==> config.mk <==
export PLATFORM = sky130hd
export DESIGN_NAME = seq_pattern_detector
export DESIGN_NICKNAME = d
export VERILOG_FILES = /design/src/rtl/seq_pattern_detector.sv
export SDC_FILE = /design/constraint.sdc
export NUM_CORES = 1
export LEC_CHECK = 0
export CAP_MARGIN = 30
export CORE_MARGIN = 2
export CORE_UTILIZATION = 50
export CTS_CLUSTER_DIAMETER = 50
export DETAILED_ROUTE_END_ITERATION = 8
export GPL_TIMING_DRIVEN = 0
export PLACE_DENSITY = 0.78
export SYNTH_ARGS = -nofsm -noshare
export SYNTH_HDL_FRONTEND = slang
export SYNTH_SLANG_ARGS = --single-unit
==> constraint.sdc <==
create_clock -name clk -period 4.2 [get_ports clk]
set_input_delay 0.63 -clock clk [delete_from_list [all_inputs] [get_ports clk]]
set_output_delay 0.63 -clock clk [all_outputs]
set_load 0.05 [all_outputs]
==> src/rtl/seq_pattern_detector.sv <==
// seq_pattern_detector
//   Detects a run-time programmable PAT_LEN-bit serial pattern on a
//   valid-qualified bit stream. Overlapping or non-overlapping detection is
//   selected at configuration time. Produces a registered one-cycle match
//   pulse and a saturating match counter.
//
//   Optional feature, enabled by defining SEQ_DET_MASK_EN:
//     adds a cfg_mask port (loaded with cfg_load, reset value 0); any mask
//     bit set to 1 is don't-care in the pattern compare. When the macro is
//     undefined the port is absent and the compare is exact.
module seq_pattern_detector #(
  parameter int                 PAT_LEN     = 4,
  parameter logic [PAT_LEN-1:0] PAT_DEFAULT = 4'b1011,
  parameter int                 CNT_W       = 8
) (
  input  logic               clk,
  input  logic               reset,
  input  logic               in_valid,
  input  logic               in_bit,
  input  logic               cfg_load,
  input  logic [PAT_LEN-1:0] cfg_pattern,
  input  logic               cfg_overlap,
`ifdef SEQ_DET_MASK_EN
  input  logic [PAT_LEN-1:0] cfg_mask,
`endif
  input  logic               count_clr,
  output logic               match,
  output logic [CNT_W-1:0]   match_count
);

  localparam int                FILL_W    = $clog2(PAT_LEN + 1);
  localparam logic [FILL_W-1:0] FILL_FULL = FILL_W'(PAT_LEN);
  localparam logic [CNT_W-1:0]  CNT_MAX   = '1;

  logic [PAT_LEN-1:0] pattern_q;
  logic               overlap_q;
  logic [PAT_LEN-1:0] window_q;
  logic [FILL_W-1:0]  fill_q;
  logic [PAT_LEN-1:0] mask_eff;

  logic               accept;
  logic [PAT_LEN-1:0] window_next;
  logic [FILL_W-1:0]  fill_next;
  logic               hit;

`ifdef SEQ_DET_MASK_EN
  logic [PAT_LEN-1:0] mask_q;
  assign mask_eff = mask_q;
`else
  // Without the mask feature every pattern bit takes part in the compare.
  assign mask_eff = '0;
`endif

  // Next window/fill for an accepted beat and the resulting hit decision.
  always_comb begin
    // NOTE: every variable gets a default first so no path can infer a latch.
    accept      = 1'b0;
    window_next = window_q;
    fill_next   = fill_q;
    hit         = 1'b0;

    // A beat presented together with cfg_load is discarded.
    accept      = in_valid && !cfg_load;
    window_next = {window_q[PAT_LEN-2:0], in_bit};
    fill_next   = (fill_q == FILL_FULL) ? FILL_FULL : fill_q + FILL_W'(1);

    hit = accept && (fill_next == FILL_FULL) &&
          (((window_next ^ pattern_q) & ~mask_eff) == '0);
  end

  // Configuration, shift window, fill tracking, match pulse and counter.
  always_ff @(posedge clk) begin
    // NOTE: state is updated with non-blocking assignments so every register
    // samples the pre-edge values, independent of statement order.
    if (reset) begin
      pattern_q   <= PAT_DEFAULT;
      overlap_q   <= 1'b1;
      window_q    <= '0;
      fill_q      <= '0;
      match       <= 1'b0;
      match_count <= '0;
`ifdef SEQ_DET_MASK_EN
      mask_q      <= '0;
`endif
    end else begin
      if (cfg_load) begin
        pattern_q <= cfg_pattern;
        overlap_q <= cfg_overlap;
`ifdef SEQ_DET_MASK_EN
        mask_q    <= cfg_mask;
`endif
        window_q  <= '0;
        fill_q    <= '0;
        match     <= 1'b0;
      end else if (accept) begin
        window_q <= window_next;
        // Non-overlap mode restarts the fill so the next match needs a
        // completely fresh pattern's worth of bits.
        fill_q   <= (hit && !overlap_q) ? '0 : fill_next;
        match    <= hit;
      end else begin
        match    <= 1'b0;
      end

      // Clear has priority over a coincident hit; the pulse still fires.
      if (count_clr) begin
        match_count <= '0;
      end else if (hit && (match_count != CNT_MAX)) begin
        match_count <= match_count + CNT_W'(1);
      end
    end
  end

endmodule

Figure 1. Routed clock nets over the placement.
Bar = 10 um.
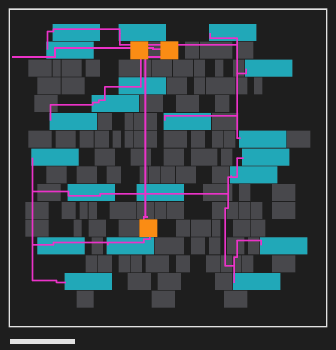
Key: orange = clock-net drivers [count 3]; cyan = flip-flops [count 20]; magenta = clock wires [length 260 um]
There are 4 routed clock nets.
clock latency on the worst-skew pair: 0.30 ns
Clock Skew: 0.001748 ns
power attributed to the clock group: 92.9 uW
Clock power frac: 29.0%

Figure 2. Cell placement.
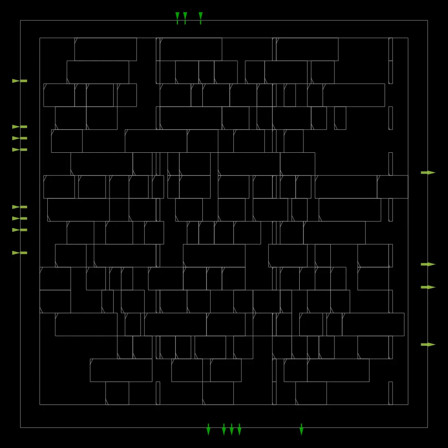
fraction of standard cell area that is sequential: 32.85%
Taps Inserted: 27
final core utilization: 64.08%
final instance count without filler cells: 154

Figure 3. Cells by drive strength.
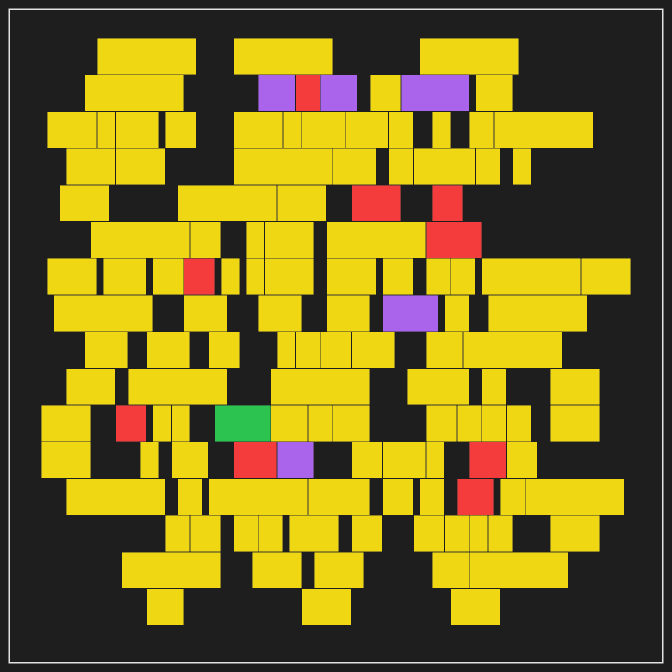
Key: purple = x3 and x4 [cells 5, share 3.9%]; yellow = x1 and smaller [cells 112, share 88%]; green = x6 and larger [cells 1, share 0.79%]; red = x2 [cells 9, share 7.1%]
finished layout cell area: 1219 um^2
buffer count excluding the clock tree in the final layout: 23
post-synthesis to final-layout area growth: 24.08%
final setup slack of the worst path: 1.755 ns

Figure 4. Where the registers sit.
Bar = 10 um.
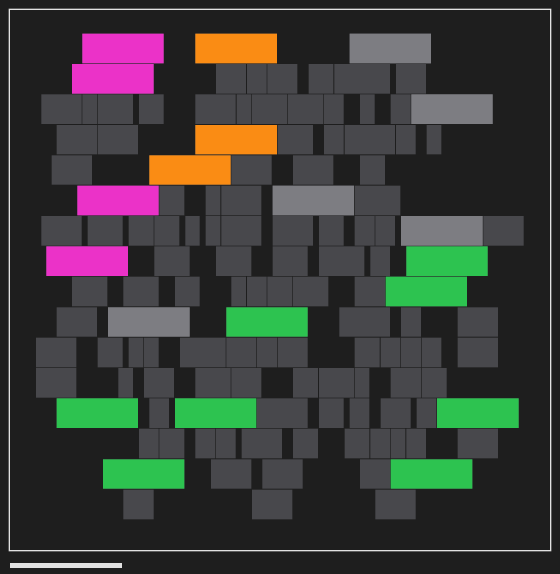
Key: magenta = pattern_q [sequential cells 4]; green = match_count [sequential cells 8]; orange = window_q [sequential cells 3]
sequential-cell power consumption: 197 uW
combined flip-flop and latch cell area: 400.4 um^2

Figure 5. Signal metal coverage by tile.
10 x 10 tiles, from dark blue (low) to red (high), scaled to the fullest tile. Values are wire area over tile area, all layers added.
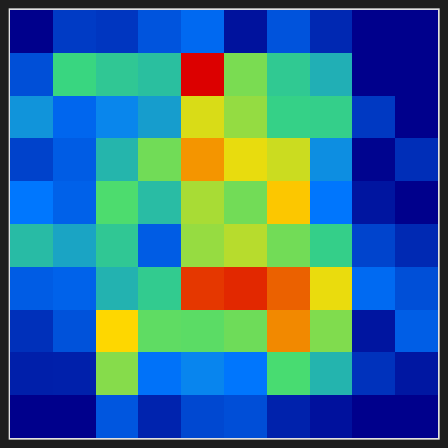
12% of the tiles are nearly empty. The mean over all tiles is 0.13. 27% of the tiles are over half the peak.
total via count after detailed routing: 811
routed wirelength normalized by instance count: 12.43 um

[cell families after synthesis]
family / Yosys count
and+or+nand+nor: 43
AOI/OAI and AO/OA: 24
DFF: 20
buffers and inverters: 8
xor gates and xnor gates: 4
muxes: 4
adders and majority gates: 3
[per-stage QoR]
step	hold WS (ns)	std cells	utilization, %
finish	0.5049	154	64.08
global route	0.5336	154	64.08
CTS	0.5127	154	64.08
detailed placement	0.4937	151	62.89
global placement	0.4767	151	62.89
floorplan	0.4511	106	-
[worst max path at each step]
stage / from / endpoint / slack [ns]
6_report: fill_q[0] / match_count[3] / 1.76
3_5_place_dp: in_bit / match_count[3] / 1.70
3_3_place_gp: in_bit / match_count[3] / 1.71
2_1_floorplan: fill_q[0] / match_count[3] / 1.94
4_1_cts: fill_q[0] / match_count[3] / 1.76
5_1_grt: fill_q[0] / match_count[3] / 1.64
[worst register-to-register path: cells and delay by family, from the launching register on]
family	cells	cell delay [ns]
AND-OR/OR-AND	2	0.47
adder cells (fa/ha/maj)	1	0.33
buffers and inverters	1	0.09
flip-flops	1	0.43
AND/OR/NAND/NOR	3	1.07
[state kept, by name, summed over array words and instances (netlist names)]
register	flops
pattern_q	4
fill_q	3
match_count	8
window_q	3
overlap_q	1
match	1
[per-layer routing]
layer / GRT usage (%) / wire (um) / share of wire (%)
met4: 7.143 / 24 / 1.3
met3: 3.704 / 65 / 3.4
met5: 0 / 0 / 0
met2: 28.70 / 888 / 46
met1: 20.75 / 935 / 49
[power by group through the flow]
stage / clock network [uW] / registers (uW) / logic [uW]
finish: 92.9 / 197 / 30.4
global route: 106 / 198 / 33.4
CTS: 96.2 / 197 / 30.7
detailed placement: 0 / 202 / 30.6
global placement: 0 / 201 / 29.6
floorplan: 0 / 201 / 18.0
[cell type report]
class                           count  area (um^2)  area share (%)
Tap cell                           27        33.78           2.772
Timing Repair Buffer               18        180.2           14.78
Clock buffer                        3        22.52           1.848
Multi-Input combinational cell     78        543.0           44.56
Buffer                              5        27.53           2.259
Sequential cell                    20        400.4           32.85
Inverter                            3        11.26          0.9240
==> impl_metrics.py <==
# Auto-generated metrics
metrics = {
    "logic_synthesis": {
        "numSynthFlops": 20,
        "async_flop_share_pct": 0,
        "simple_gate_share_pct": 28.66,
        "postSynthAreaPerCell_um2": 9.266,
        "synthMuxAreaShare_pct": 4.076,
        "common_cells": "20 x sky130_fd_sc_hd__dfxtp_1, 9 x sky130_fd_sc_hd__a21oi_1, 7 x sky130_fd_sc_hd__o21ai_0",
        "top_logic_kind": "simple AND/OR/NAND/NOR gates",
        "synth-edff-count": 0,
        "syn-instance-count": 106,
        "postSynth.topFlopCell": "sky130_fd_sc_hd__dfxtp_1",
        "area_leaders": "sky130_fd_sc_hd__dfxtp_1 41%, sky130_fd_sc_hd__a21oi_1 4.6%, sky130_fd_sc_hd__a211o_1 4.5%",
        "synth.distinct_cells": 39,
        "synth_area_leader_cell": "sky130_fd_sc_hd__dfxtp_1",
    },
    "route": {
        "drtIter0Drc": 5,
        "drcViolationCount": 0,
        "vias_per_cell": 5.266,
        "drt-total-wl_um": 1914,
    },
    "die": {
        "floorplan.die.width_um": 48.32,
        "rows": 16,
        "floorplan.core_util_pct": 51.64,
    },
    "worst_setup_path": {
        "worst-path-buf-inv": 1,
        "critical_path_peak_fanout": 7,
        "r2r-end": "match_count[3]",
        "r2r_cells": 7,
        "critical-path-top-delay-family": "simple AND/OR/NAND/NOR gates",
        "sequence_of_cells_on_the_critical_path": "inv_1, ha_1, nand2b_4, a211o_1, or3_4, or4_1, a21oi_1",
        "worst-setup-path-type": "register to register",
        "worst_r2r_startpoint": "fill_q[0]",
        "worst-endpoint-required_ns": 4.44,
        "rrSetupSlack_ns": 1.76,
    },
    "run": {
        "cap_violations": 0,
        "warnings": 27,
    },
    "clock_tree": {
        "clk_pin_slew_ns": 0.11,
        "cts_sinks": 20,
        "cts_tree": "built",
        "max-clock-path-buffers": 2,
        "clk_root_buffer_cell": "sky130_fd_sc_hd__clkbuf_4",
        "numCtsBuffers": 3,
    },
    "power": {
        "internal_power_uw": 245.5,
        "leakagePower_uw": 0.0004263,
        "design_power_total_uw": 320.5,
        "power.switching_fraction_pct": 23.41,
        "power.density_cell_area_nw_per_um2": 263.0,
        "power.switching_uw": 75.03,
    },
    "placed_design": {
        "gp_routability_congestion": 0.8369,
        "place.detailed.hpwl_um": 1435,
        "post_dp_cell_area_um2": 1196,
    },
    "global_route": {
        "number_of_global_route_vias_before_repair": 738,
        "grt_start_max_net_pins": 11,
        "grt_first_pass_wirelength_um": 3077,
        "grt_usage_pct": 16.91,
        "antenna_violations_before_repair": 0,
    },
    "final_timing": {
        "max_freq_mhz": 409.0,
        "setup-tns-final_ns": 0,
        "grt_setup_unrepaired": "false",
        "final-setup-viol-count": 0,
        "period_used_pct": 58.21,
        "hold_violations": 0,
        "maxSlewHeadroom_pct": 67.17,
    },
    "final_layout": {
        "final_layout_top_logic_cells": "20 x sky130_fd_sc_hd__dfxtp_1, 18 x sky130_fd_sc_hd__clkdlybuf4s50_1, 9 x sky130_fd_sc_hd__a21oi_1",
    },
    "run_status": {
        "outcome": "finished, final reports clean",
    },
    "hold_path": {
        "worst_hold_path.endpoint": "fill_q[1]",
        "hold_path.class": "register to register",
    },
}
Power figures rest on the tool's default switching activity, not on a simulated workload.
